<file path="src/rtl/instr_fetch.sv">
// instr_fetch: streams 12-bit instruction words from a small program memory
// into the ALU stage. Execution starts at PC 0 and stops when a HALT word
// (opcode 4'hD) is issued. The program memory can be loaded only while idle
// or halted.
//
// Optional feature: define FETCH_STEP_EN to add the `step` input. In that
// build a RUN cycle fetches only when step=1 (single-step mode).
module instr_fetch #(
  parameter int unsigned DEPTH = 16,
  parameter int unsigned AW    = 4
) (
  input  logic          clk,
  input  logic          reset,
  input  logic          prog_we,
  input  logic [AW-1:0] prog_addr,
  input  logic [11:0]   prog_data,
  input  logic          start,
  input  logic          stall,
`ifdef FETCH_STEP_EN
  input  logic          step,
`endif
  output logic [11:0]   instr,
  output logic          instr_valid,
  output logic [AW-1:0] pc,
  output logic          running,
  output logic          halted
);

  localparam logic [3:0] OpHalt = 4'hD;

  // The PC wraps by natural overflow, so the memory must exactly fill the
  // address space.
  if (DEPTH != (1 << AW)) begin : g_depth_check
    $error("instr_fetch: DEPTH must equal 2**AW");
  end

  typedef enum logic [1:0] {
    StIdle,
    StRun,
    StHalted
  } state_e;

  state_e        state_q, state_d;
  logic [AW-1:0] pc_q, pc_d;
  logic [11:0]   instr_q, instr_d;
  logic          valid_q, valid_d;

  logic [11:0]   mem_q [DEPTH];
  logic [11:0]   fetch_word;
  logic          fetch_en;
  logic          mem_we;

  assign fetch_word = mem_q[pc_q];

`ifdef FETCH_STEP_EN
  assign fetch_en = ~stall & step;
`else
  assign fetch_en = ~stall;
`endif

  // Loads are locked out while running and while reset is asserted.
  assign mem_we = prog_we & ~reset & (state_q != StRun);

  // Program memory write port; contents deliberately survive reset.
  always_ff @(posedge clk) begin
    if (mem_we) begin
      mem_q[prog_addr] <= prog_data;
    end
  end

  // Next-state and next-output decode for the fetch sequencer.
  always_comb begin
    state_d = state_q;
    pc_d    = pc_q;
    instr_d = instr_q;
    valid_d = valid_q;
    unique case (state_q)
      StIdle, StHalted: begin
        if (start) begin
          state_d = StRun;
          pc_d    = '0;
          valid_d = 1'b0;
        end else if ((state_q == StHalted) && !stall) begin
          // The HALT word stays presented until the ALU stage takes it.
          valid_d = 1'b0;
        end
      end
      StRun: begin
        if (fetch_en) begin
          instr_d = fetch_word;
          valid_d = 1'b1;
          pc_d    = pc_q + AW'(1);
          if (fetch_word[11:8] == OpHalt) begin
            state_d = StHalted;
          end
        end else if (!stall) begin
          // Only reachable in single-step mode: an unstepped cycle issues nothing.
          valid_d = 1'b0;
        end
      end
      default: begin
        state_d = StIdle;
      end
    endcase
  end

  // Sequencer state and registered outputs; reset is synchronous.
  always_ff @(posedge clk) begin
    if (reset) begin
      state_q <= StIdle;
      pc_q    <= '0;
      instr_q <= '0;
      valid_q <= 1'b0;
    end else begin
      state_q <= state_d;
      pc_q    <= pc_d;
      instr_q <= instr_d;
      valid_q <= valid_d;
    end
  end

  assign instr       = instr_q;
  assign instr_valid = valid_q;
  assign pc          = pc_q;
  assign running     = (state_q == StRun);
  assign halted      = (state_q == StHalted);

endmodule

</file>
<file path="config.mk">
export PLATFORM = sky130hd
export DESIGN_NAME = instr_fetch
export DESIGN_NICKNAME = d
export VERILOG_FILES = /design/src/rtl/instr_fetch.sv
export SDC_FILE = /design/constraint.sdc
export NUM_CORES = 1
export LEC_CHECK = 0
export CAP_MARGIN = 0
export CORE_MARGIN = 2
export CORE_UTILIZATION = 30
export CTS_CLUSTER_SIZE = 8
export DETAILED_ROUTE_END_ITERATION = 10
export GPL_TIMING_DRIVEN = 0
export REMOVE_ABC_BUFFERS = 1
export SETUP_SLACK_MARGIN = 0.5
export SYNTH_ARGS = -nofsm -noshare
export SYNTH_HDL_FRONTEND = slang
export SYNTH_SLANG_ARGS = --single-unit
</file>
<file path="constraint.sdc">
create_clock -name clk -period 3.3 [get_ports clk]
set_input_delay 0.66 -clock clk [delete_from_list [all_inputs] [get_ports clk]]
set_output_delay 0.66 -clock clk [all_outputs]
set_load 0.005 [all_outputs]
</file>
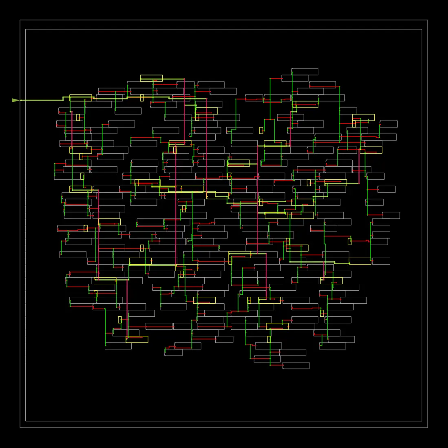
(run_1/clock_nets.png)
clock buf count: 56
worst skew pair latency: 0.53 ns

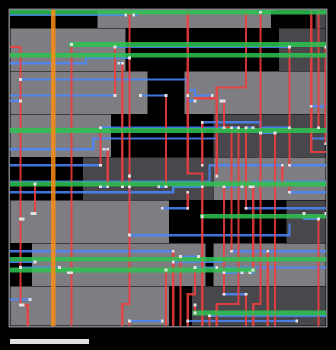
(run_1/closeup.png)
The bar under the picture is 5 um long. Region (75, 109) to (95, 129) um. Cells in grey, sequential cells in the stronger grey; small squares are vias.
| layer | colour |
|---|---|
| M3 | green |
| M1 | blue |
| M2 | red |
| M4 | orange |
most frequent: edfxtp_1 (9), mux4_2 (2)
cells with their middle in the window: 13
netlist names of flops here include: mem_q (9)
sequential cells in the window: 9

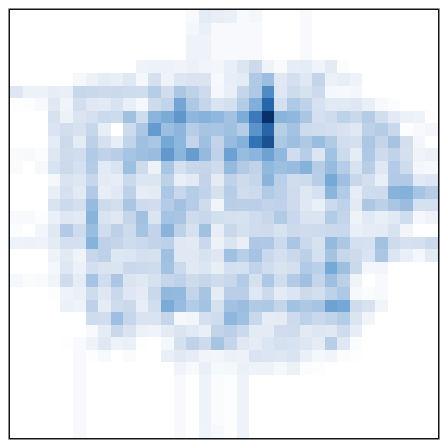
(run_1/route_heat.png)
The die is cut into 34 by 34 equal tiles; white is low, dark blue is high, scaled to the fullest tile. Values are wire area over tile area, all layers added.
mean over tiles: 0.099
fullest tile: 0.74
nearly empty tiles: 37%
emptiest ninth of the die: bottom left
densest ninth of the die: middle
Routed Wire Length: 17900 um
Vias: 4103
WL per Instance: 21.4 um
GRT Total Usage: 0.125

-- run 1: logic make-up after synthesis --
family,after synthesis,synth area share
and+or+nand+nor,84,0.0479
xor gates and xnor gates,3,0.00319
DFF,215,0.755
buffers and inverters,20,0.0146
muxes,63,0.162
adders and majority gates,1,0.00152
AOI/OAI and AO/OA,22,0.0161
-- run 1: state kept, by name, summed over array words and instances, names as in the netlist, named ones only --
register	cells
instr	12
instr_valid	1
mem_q	192
pc	4
state_q	2
-- run 1: worst paths after layout --
kind	startpoint	slack [ns]	end
worst min-delay path	instr[4]	0.46	instr[4]
worst max register to register	state_q[0]	0.80	mem_q[0][2]
worst min register to register	instr[4]	0.46	instr[4]
worst max-delay path	state_q[0]	0.78	running
-- run 1: layer usage --
layer | share of wire | vias up
li1 | - | 1802
met4 | 0.021 | 0
met2 | 0.50 | 140
met1 | 0.41 | 2128
met5 | 0 | -
met3 | 0.068 | 33
-- run 1: per-stage QoR --
step | std cells | utilization | cell area [um2]
floorplan | 390 | - | 8130
global placement | 770 | 0.332 | 8950
detailed placement | 778 | 0.339 | 9130
CTS | 834 | 0.372 | 10000
global route | 835 | 0.373 | 10100
finish | 835 | 0.373 | 10100
-- run 1: final cells by class --
| type | instances | area (um2) | area share |
|---|---|---|---|
| sequential | 215 | 6230 | 0.620 |
| inverter | 2 | 7.51 | 0.000746 |
| multi-input combinational | 173 | 1990 | 0.198 |
| timing repair buffer | 48 | 533 | 0.0530 |
| clock buffer | 56 | 870 | 0.0864 |
| tap | 341 | 427 | 0.0424 |
-- run 1: worst register-to-register path, stage by stage, from the launching register on --
cell	delay (ns)
dfxtp_1	0.38
and2b_1	0.28
nor3b_4	0.33
or3b_1	0.57
nor3_4	0.43
buf_8	0.21
-- run 1: power breakdown --
group | total [W] | leakage, nW | switching, W | internal, W
Sequential | 0.00301 | 1.92 | 0.0000201 | 0.00299
Combinational | 0.000248 | 0.718 | 0.000130 | 0.000117
Clock | 0.00280 | 0.412 | 0.00106 | 0.00174
Total | 0.00606 | 3.05 | 0.00121 | 0.00485
-- run 1: synth_stat cells, drive strengths merged (2+ instances only) --
master | count | area [um2]
edfxtp | 192 | 5770
mux4 | 54 | 1240
nand2 | 28 | 105
dfxtp | 23 | 460
nor2 | 22 | 82.6
a21oi | 14 | 70.1
buf | 10 | 82.6
clkbuf | 8 | 30.0
mux2i | 8 | 80.1
nor3 | 8 | 40.0
nand3 | 7 | 35.0
nor2b | 5 | 31.3
nand2b | 4 | 25.0
a22oi | 3 | 22.5
nand3b | 3 | 22.5
nor3b | 3 | 22.5
xor2 | 3 | 26.3
inv | 2 | 7.51
-- run 1: repair_timing --
action                     4_1_cts  5_1_grt
pin swaps                        0        0
resized                          8        2
setup buffers                    0        1
setup endpoints to repair      192       33
==> flow_summary.toml, run 1 <==
# generated from flow reports
[cells_and_area]
drive_gt1_frac = 0.223
n_antenna_cell = 0
synthToLayoutAreaGrowth_pct = 22.0
mostFrequentLayoutCells = "192 x edfxtp_1, 47 x mux4_2, 38 x clkdlybuf4s50_1, 32 x clkbuf_16, 28 x nand2_1"
layout_top_cell = "edfxtp_1"
final_nets = 492
fill_cells = 2414

[worst_hold_path]
hold_path_depth = 2

[synthesis]
syn_avg_cell_area_um2 = 20.2
synth_cell_types = 34
yosysWarnings = 0
synth.cell_area_um2 = 8250
ys_ff = 215
synthesis.instances = 408
edf_count = 192
ys.flop_type = "edfxtp_1"
ys_cells = 408
synthArstFlopShare = 0
ys_area_um2 = 8250

[clock_tree]
cts_buffers = 30
cts_root_buffer = "clkbuf_16"
h-tree-depth = 1
cts_tree = "done"
cts_hold_buf = 0
clk_pin_slew_ns = 0.05
cts_sinks = 215
clk_path_buf_depth = 3

[critical_path]
worstPathRequired_ns = 2.64
max_stage_delay_ns = 0.55
cp.arrival_ns = 1.86
critPathBufInv = 1
critPathMaxFanout = 9
crit_family = "buffers and inverters"
worst-r2r-cell-count = 5
worstPathCellList = "and2b_1 -> clkdlybuf4s50_1"
cp.depth = 2
start_kind = "flip-flop"

[global_routing]
met2_usage = 0.216
globalRoute.busiestLayer = "met2"
grt_use_met3 = 0.0224
use_met1 = 0.164
grt_max_degree = 33
grt_first_pass_wirelength_um = 26700
antenna_found_initial = 0
grt_pass1_vias = 4306

[pwr]
max-vdd-ir-drop_mv = 0.427
p_leak_nw = 3.05
power.density_nw_per_um2 = 602
power.total_w = 0.00606

[placement]
io_buffers = 39
routabilityCongestion = 0.702
place_ws_ns = -1.01
hpwl_um = 10800

[drt]
drc_errors = 0
vias_per_cell = 4.91
postRouteAntennaNets = 0
first_iter_violations = 397
dr.pass1.iters = 4

[sta]
timing.fmax_mhz = 397
drv_slew = 0
worst_pin_slew_ns = 0.993
setup_violations = 0
fin_crit_sh = 0.763
fin_tns_setup_ns = 0
fin_ws_ns = 0.782
slew_headroom = 0.337
rsz0062_at_grt = "no"
holdWs_ns = 0.461
fin_skew_ns = 0.0117
hold_viol = 0

[floorplanning]
core_area_um2 = 27000
die_w_um = 170
die_h_um = 170
chipArea_um2 = 28800
initial_utilization = 0.306
rows = 60

[flow_run]
cap_violations = 0
warnings = 26

[run_status]
outcome = "complete, no violations"
==> run_1/gates.png <==
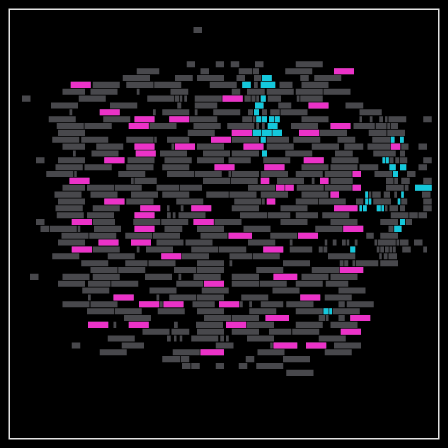

--- run 2 (diff from run 1) ---
==> constraint.sdc (replaced) <==
create_clock -name clk -period 2.3 [get_ports clk]
set_input_delay 0.46 -clock clk [delete_from_list [all_inputs] [get_ports clk]]
set_output_delay 0.46 -clock clk [all_outputs]
set_load 0.005 [all_outputs]
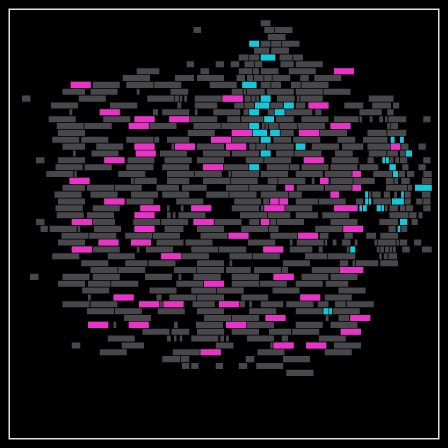
(run_2/gates.png)
| family | colour | cells |
|---|---|---|
| nor cells | cyan | 38 |
| mux cells | magenta | 63 |
final cell count without fillers: 895
logic share of the area: 0.191
most common logic cell in the routed design: edfxtp_1

==> run 2 against run 1 <==
Effect of this change:
- cell area up 9.7%
- clock power increased by 44%
- global-route usage rose by 1.7 points
- sequential power grew 44%
- hold slack worse by 0.0029 ns
- clock skew down 0.0032 ns
- routed wire length increased by 15%
- synthesized cell count stayed put
- critical endpoint is now mem_q[8][6]
- largest cell class unchanged
==> flow_summary.toml, run 2 <==
# generated from flow reports
[drt]
first_iter_violations = 373
route.vias.total = 4435
postRouteAntennaNets = 0
wl_per_cell_um = 22.9
routed_wl_um = 20500
dr.pass1.iters = 4
drc_errors = 0
vias_per_cell = 4.96

[floorplanning]
rows = 60
die_h_um = 170
initial_utilization = 0.306
chipArea_um2 = 28800
core_area_um2 = 27000
ios = 40
die_w_um = 170

[critical_path]
critPathMaxFanout = 8
worstPathRequired_ns = 2.53
timing.rr.end = "mem_q[8][6]"
timing.rr.start = "state_q[1]"
worst_path_max_delay_cell = "or3b_4"
cp.arrival_ns = 2.33
cp-endpoint = "mem_q[8][6]"
crit_family = "simple AND/OR/NAND/NOR gates"
cp.depth = 7
worstSetupStartpoint = "state_q[1]"
worstPathCellList = "and2b_2 -> nor3b_4 -> buf_6 -> or3b_4 -> buf_12 -> nor2_4 -> buf_12"
critPathBufInv = 3
crit_type = "reg2reg"
endpoint_kind = "flip-flop"
worst-r2r-cell-count = 7
start_kind = "flip-flop"
r2r_slack_ns = 0.20
max_stage_delay_ns = 0.44
cp_common_cell = "buf_12"

[sta]
post-route-min-period_ns = 2.10
drv_slew = 0
fin_tns_setup_ns = 0
fin_ws_ns = 0.204
worst_pin_slew_ns = 0.640
hold_viol = 0
fin_crit_sh = 0.911
slew_headroom = 0.573
timing.fmax_mhz = 477
setup_violations = 0
rsz0062_at_grt = "yes"

[cells_and_area]
largest_reg_flops = 192
fin_util = 0.410
n_antenna_cell = 0
regMostFlops = "mem_q"
synthToLayoutAreaGrowth_pct = 33.9
final_nets = 552
drive_gt1_frac = 0.368
mostFrequentLayoutCells = "192 x edfxtp_1, 52 x mux4_2, 33 x clkbuf_16, 25 x clkbuf_1, 24 x nand2_1"

[synthesis]
ys.flop_type = "edfxtp_1"
ys_area_um2 = 8250
ys_ff = 215
synth.cell_area_um2 = 8250
synthArstFlopShare = 0
synth_cell_types = 34
top_area_frac = 0.699
yosysWarnings = 0
area_leaders = "edfxtp_1 70%, mux4_2 13%, dfxtp_1 5.6%"
common_cells = "192 x edfxtp_1, 47 x mux4_2, 28 x nand2_1"
syn_avg_cell_area_um2 = 20.2
synthesis.instances = 408
synth.most_common_cell = "edfxtp_1"
ys_seq_share = 0.755
edf_count = 192
ys_cells = 408
synth_top_cell_by_area = "edfxtp_1"

[clock_tree]
worstSkewPairLatency_ns = 0.52
cts_hold_buf = 0
clk_path_buf_depth = 3
h-tree-depth = 1
cts_root_buffer = "clkbuf_16"
cts_tree = "done"
clk_pin_slew_ns = 0.05

[run_status]
outcome = "complete, no violations"

[global_routing]
grt_max_degree = 33
gr-total-overflow = 0
grt_pass1_vias = 4656
antenna_found_initial = 0
grt_usage = 0.142
grt_first_pass_wirelength_um = 29800

[pwr]
max-vdd-ir-drop_mv = 0.527
power.total_w = 0.00883
p_leak_nw = 3.59
power.density_nw_per_um2 = 800

[worst_hold_path]
hold_path_class = "reg2reg"
hold_path_depth = 2
min_from = "instr[4]"

[placement]
routabilityCongestion = 0.702
place_ws_ns = -1.81
io_buffers = 39
place_inst = 778
hpwl_um = 10800

[flow_run]
cap_violations = 0
warnings = 27
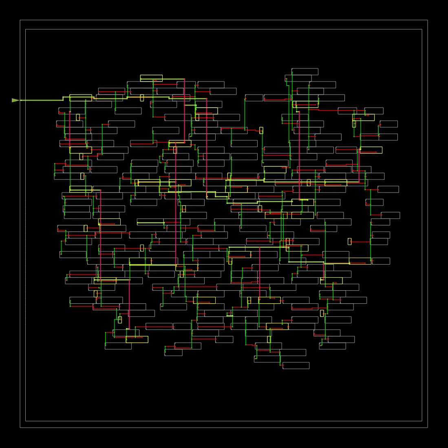
(run_2/clock_nets.png)
clock sinks: 215
flop count: 215
skew final: 0.00851 ns
TritonCTS Buffers: 30

## run 2: metrics by stage
step,hold WS [ns],instance area (um2)
global route,0.477,11000
detailed placement,0.454,9130
global placement,0.447,8950
finish,0.458,11000
CTS,0.459,10900
floorplan,0.447,8130
## run 2: worst min-delay path, delay by kind of cell, from the launching register on
family	cells	cell delay (ns)
simple gates	1	0.05
flops	1	0.30
compound gates	1	0.05
## run 2: power breakdown
part | total, W | switching, W | leakage, nW | internal (W)
Combinational | 0.000496 | 0.000243 | 1.25 | 0.000253
Sequential | 0.00432 | 0.0000200 | 1.92 | 0.00430
Clock | 0.00402 | 0.00152 | 0.412 | 0.00250
Total | 0.00883 | 0.00178 | 3.59 | 0.00705
## run 2: layout make-up
type                       count  area [um2]
fill                        2309       15900
sequential                   215        6250
multi-input combinational    173        2110
timing repair buffer         108        1380
clock buffer                  56         870
tap                          341         427
inverter                       2        7.51
## run 2: kinds of logic after synthesis
group           after synthesis  share of synthesized area
compound gates               22                     0.0161
fa+ha+maj                     1                    0.00152
flops                       215                      0.755
simple gates                 84                     0.0479
mux                          63                      0.162
buf+inv                      20                     0.0146
xor+xnor                      3                    0.00319
## run 2: how the worst min path moves through the flow
| stage | slack, ns | end |
|---|---|---|
| 6_report | 0.46 | instr[4] |
| 5_1_grt | 0.48 | instr[3] |
| 4_1_cts | 0.46 | instr[11] |
| 3_5_place_dp | 0.45 | instr[11] |
| 3_3_place_gp | 0.45 | instr[8] |
| 2_1_floorplan | 0.45 | instr[0] |
## run 2: layer usage
metal / global-route usage / up-vias / part of all wire
li1: - / 1921 / -
met2: 0.243 / 147 / 0.50
met4: 0.0420 / 0 / 0.033
met3: 0.0271 / 43 / 0.056
met5: 0 / - / 0
met1: 0.185 / 2324 / 0.41
## run 2: what timing repair did
item                       4_1_cts  5_1_grt
cloned                           4        2
hold endpoints to repair         0        0
pin swaps                       18       16
resized                         92       24
setup endpoints to repair      229      206
buffers inserted                49        6
No activity file was given, so power comes from the tool's default toggle rates.
